## config.mk

```make
export PLATFORM = sky130hd
export DESIGN_NAME = apb_slave_regfile
export DESIGN_NICKNAME = d
export VERILOG_FILES = /design/src/rtl/apb_slave_regfile.sv
export SDC_FILE = /design/constraint.sdc
export NUM_CORES = 1
export LEC_CHECK = 0
export ABC_AREA = 1
export CAP_MARGIN = 20
export CORE_AREA = 2 2 177 179
export CTS_BUF_LIST = sky130_fd_sc_hd__clkbuf_8
export CTS_CLUSTER_DIAMETER = 150
export DETAILED_ROUTE_END_ITERATION = 10
export DIE_AREA = 0 0 179 181
export PLACE_DENSITY = 0.77
export SLEW_MARGIN = 20
export SYNTH_ARGS = -nofsm -noshare
export SYNTH_HDL_FRONTEND = slang
export SYNTH_SLANG_ARGS = --single-unit
export TNS_END_PERCENT = 5
```

## constraint.sdc

```tcl
create_clock -name pclk -period 15 [get_ports pclk]
set_input_delay 1.5 -clock pclk [delete_from_list [all_inputs] [get_ports pclk]]
set_output_delay 1.5 -clock pclk [all_outputs]
set_load 0.05 [all_outputs]
```

## src/rtl/apb_slave_regfile.sv

```systemverilog
// rtl/apb_slave_regfile.sv - APB completer holding a bank of 32-bit read/write registers
module apb_slave_regfile #(
    parameter int          NUM_REGS    = 8,
    parameter int          WAIT_STATES = 1,
    parameter logic [31:0] BASE_ADDR   = 32'h0000_1000
) (
    input  logic                   pclk,
    input  logic                   preset,
    input  logic                   PSEL,
    input  logic                   PENABLE,
    input  logic                   PWRITE,
    input  logic [31:0]            PADDR,
    input  logic [31:0]            PWDATA,
    output logic [31:0]            PRDATA,
    output logic                   PREADY,
    output logic                   PSLVERR,
    output logic [NUM_REGS*32-1:0] reg_q,
    output logic                   wr_pulse,
    output logic [7:0]             wr_idx
);

    localparam int          IDX_W   = (NUM_REGS > 1) ? $clog2(NUM_REGS) : 1;
    localparam logic [3:0]  WS_LOAD = 4'(WAIT_STATES);
    localparam logic [31:0] SPAN    = 32'(NUM_REGS) * 32'd4;

    typedef enum logic {
        IDLE,
        ACCESS
    } state_t;

    state_t             state;
    state_t             state_nxt;
    logic [3:0]         cnt;
    logic [3:0]         cnt_nxt;
    logic [31:0]        offset;
    logic [IDX_W-1:0]   idx;
    logic               err;
    logic               commit;
    logic [31:0]        regs [NUM_REGS];

    // Wrap-around of the subtraction is caught by the explicit below-base test.
    always_comb begin
        offset = PADDR - BASE_ADDR;
        idx    = offset[IDX_W+1:2];
        err    = (PADDR[1:0] != 2'b00) || (PADDR < BASE_ADDR) || (offset >= SPAN);
    end

    assign PREADY  = (state == ACCESS) && PSEL && PENABLE && (cnt == 4'd0);
    assign PSLVERR = PREADY && err;
    assign PRDATA  = (PREADY && !PWRITE && !err) ? regs[idx] : 32'd0;
    assign commit  = PREADY && PWRITE && !err;

    always_comb begin
        state_nxt = state;
        cnt_nxt   = cnt;
        case (state)
            IDLE: begin
                if (PSEL && !PENABLE) begin
                    state_nxt = ACCESS;
                    cnt_nxt   = WS_LOAD;
                end
            end
            ACCESS: begin
                if (!PSEL) begin
                    state_nxt = IDLE;
                    cnt_nxt   = 4'd0;
                end else if (!PENABLE) begin
                    // A fresh setup while busy restarts the access and drops the old one.
                    cnt_nxt = WS_LOAD;
                end else if (cnt != 4'd0) begin
                    cnt_nxt = cnt - 4'd1;
                end else begin
                    state_nxt = IDLE;
                end
            end
        endcase
    end

    always_ff @(posedge pclk or posedge preset) begin
        if (preset) begin
            state <= IDLE;
            cnt   <= 4'd0;
        end else begin
            state <= state_nxt;
            cnt   <= cnt_nxt;
        end
    end

    always_ff @(posedge pclk or posedge preset) begin
        if (preset) begin
            for (int i = 0; i < NUM_REGS; i++) begin
                regs[i] <= 32'd0;
            end
            wr_pulse <= 1'b0;
            wr_idx   <= 8'd0;
        end else begin
            wr_pulse <= commit;
            if (commit) begin
                regs[idx] <= PWDATA;
                wr_idx    <= 8'(idx);
            end
        end
    end

    for (genvar g = 0; g < NUM_REGS; g++) begin : g_export
        assign reg_q[32*g +: 32] = regs[g];
    end

endmodule
```

Figure 1. Pin map.
Drawn at 1.5 px/um. Pins as bars across the die edge, other pins in gray.
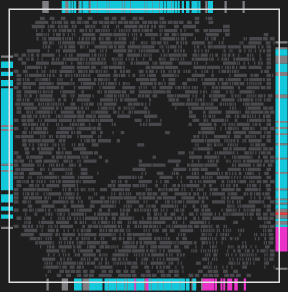
| port | color | pins | direction | edge |
|---|---|---|---|---|
| PADDR | magenta | 32 | input | 20 south, 12 east |
| reg_q | cyan | 256 | output | 70 north, 63 east, 62 west, 61 south |
| PSLVERR | red | 1 | output | east |
Port Buf Inserts: 362
DIE HEIGHT: 181 um
Die Wd: 179 um

==> impl_metrics.tcl <==
# metrics dict for downstream scripts
set metrics [dict create \
    status "completed" \
    place_congestion 0.852 \
    hold_path_depth 2 \
    cpMostUsedCell "nand2_1" \
    cts_sinks 265 \
    dr_total_vias 15000 \
    xor_share 0.00124 \
    setup_viol 0 \
    ys_cells 1943 \
    yosys.stat.seqShare 0.470 \
    syn_area_sq_um 14100 \
    clockBufferDepth 3 \
    clk_transition_reported_paths_ns 0.06 \
    relSlewSlack 0.241 \
    hold_path.class "flip-flop to flip-flop" \
    adder_share 0.000886 \
    crit_fanout 20 \
    chipArea_sq_um 32400 \
    seq_cell_power_mw 0.720 \
    worstMarginPinSlew_ns 1.14 \
    syn_avg_cell_area_sq_um 7.26 \
    cap_violations 0 \
    simple_gate_share 0.404 \
    rr_worst_depth 10 \
    track_usage 0.306 \
    ys_types 28 \
    leakage_nw 9.08 \
    largest_area_cell "dfrtp_1" \
    mux_share 0 \
    antenna-diode-count 0 \
    timing.fmax_mhz 150 \
    pwr-share-seq 0.472 \
    start_kind "primary input" \
    arrival_ns 5.16 \
    cts_root_buffer "clkbuf_8" \
    ioPinCount 368 \
    finalHoldViolations 0 \
    cts-htree-levels 2 \
    crit_chain "clkdlybuf4s50_1, nor2_4, nand2_1, nor2_2, nand2_1, nand2_1, nand3_1, nor2_1, nand3_1, nor2_4, nand3_2, buf_4, nor3_1, clkdlybuf4s50_1" \
    synthArstFlopShare 1.00 \
    combPwrFrac 0.087 \
    logic_family "simple AND/OR/NAND/NOR gates" \
    drt_iter0_markers 1558 \
    synthAoiAreaFrac 0.0292 \
    p_sw_mw 0.400 \
    wirelength_um 50600 \
    p_clk_frac 0.441 \
    initCoreUtil 0.465 \
    drive_above_1_share 0.0503 \
    criticalPathCategory "primary input to output port" \
    final_nets 2268 \
    cts_made_buffers 47 \
    fin_crit_sh 0.444 \
    cp.required_ns 13.50 \
    clk_latency_ns 0.57 \
    irDropWorstVdd_uv 47.9 \
    cpPeakStageDelay_ns 0.85 \
    grt_pass1_vias 14000 \
    lay_top_count "nand2_1" \
    cts-resized-gates 0 \
    warnings 32 \
    top_power_group "sequential cells" \
    grt_pass1_wl_um 78500 \
    syn_inst 1943 \
    fin_tns_setup_ns 0 \
    final_cells 2624 \
    area_growth_pct 32.1 \
    coreArea_sq_um 30300 \
    cp_slowest_cell "clkdlybuf4s50_1" \
    switching_share 0.262 \
    finalClockSkew_ns 0.0170 \
    yosys_warnings 0 \
    hold_buffers 0 \
    num_rows 64 \
    synth-edff-count 0 \
    top_area_frac 0.470 \
    placed_cells 2542 \
    fill_cells 2665 \
    cts_tree "yes" \
    p_int_mw 1.12 \
    clock_power_mw 0.671 \
    min_to "wr_idx[0]$_DFFE_PP0P_" \
    synth_chip_area_sq_um 14100 \
    synthFlopType "dfrtp_1" \
    slew_viol_final 0 \
    synthMostInstantiatedCell "nand2_1" \
    r2r_slack_ns 11.54 \
    ant_nets 0 \
    grt_max_degree 232 \
    drt-wirelength-per-cell_um 19.3 \
    r2r_start "cnt[0]$_DFFE_PP0P_" \
    post_cts_buffers 0 \
    period_needed_ns 6.66 \
    rsz0062_at_grt "no" \
    p_comb_mw 0.132 \
    r2r_end "reg_q[94]$_DFFE_PP0P_" \
    hold_start "wr_idx[0]$_DFFE_PP0P_" \
    mostFrequentLayoutCells "768 x nand2_1, 361 x clkdlybuf4s50_1, 265 x dfrtp_1" \
    hpwl_um 32100 \
    ys_ff 265 \
    worstSetupStartpoint "PADDR[13]" \
    overflow 0 \
    topCellsByArea "dfrtp_1 47%, nand2_1 20%, nand4_1 11%, nand3_1 6.1%, inv_1 3.4%" \
    drt_first_pass_iters 5 \
    powerDensity_nw_per_um2 81.7 \
    grt_antenna_before_repair 0 \
    common_cells "768 x nand2_1, 265 x dfrtp_1, 237 x nand4_1" \
    critPathCaptureType "output port" \
]
Figure 2. Sequential cells grouped by signal name.
Drawn at 1.5 px/um. Other sequential cells in the stronger gray, the rest of the logic in the fainter gray.
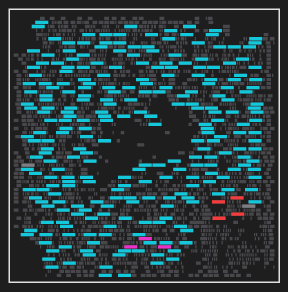
| signal | color | sequential cells |
|---|---|---|
| reg_q | cyan | 256 |
| wr_idx | magenta | 3 |
| cnt | red | 4 |

## routing by layer
metal	GRT usage	wire, um	vias up
met1	0.407	19800	7083
li1	-	-	6872
met3	0.0612	4820	140
met2	0.474	23400	872
met5	0	0	-
met4	0.153	2600	0
## critical path: cells and delay by family
family | cells | cell delay (ns)
buf+inv | 3 | 1.71
simple gates | 11 | 1.93
## cell type report
cell class	count	area, sq um	share of cell area
clock buffers	63	867	0.0465
clock inverters	16	73.8	0.00396
inverters	131	505	0.0271
multi-input cells	1366	6210	0.333
flip-flops and latches	265	6630	0.356
well taps	396	495	0.0266
repair buffers	387	3860	0.207
## flip-flops by register name, summed over array words and instances (netlist names)
name / flops
cnt: 4
state: 1
wr_pulse: 1
reg_q: 256
wr_idx: 3
## stage by stage
stage	utilization	hold WS [ns]	worst slack (ns)	instance area, sq um	total power, mW
2_1_floorplan	-	0.503	6.20	14100	0.816
3_3_place_gp	0.581	0.488	8.51	17600	0.861
3_5_place_dp	0.581	0.487	8.35	17600	0.863
4_1_cts	0.612	0.505	8.34	18600	1.53
5_1_grt	0.614	0.526	8.01	18600	1.58
6_report	0.614	0.505	8.34	18600	1.52
## kinds of logic (layout without fill, tap and decap cells)
family	after synthesis	count (layout)
compound gates	80	80
xor+xnor	2	2
fa+ha+maj	1	1
buf+inv	316	597
flops	265	265
other cells	1	5
simple gates	1278	1278
## worst max-delay path by stage
| stage | end | slack (ns) |
|---|---|---|
| finish | PRDATA[14] | 8.34 |
| global route | PRDATA[14] | 8.01 |
| CTS | PRDATA[14] | 8.34 |
| detailed placement | PRDATA[14] | 8.35 |
| global placement | PRDATA[18] | 8.51 |
| floorplan | cnt[0]$_DFFE_PP0P_ | 6.20 |
No activity file was given, so power comes from the tool's default toggle rates.
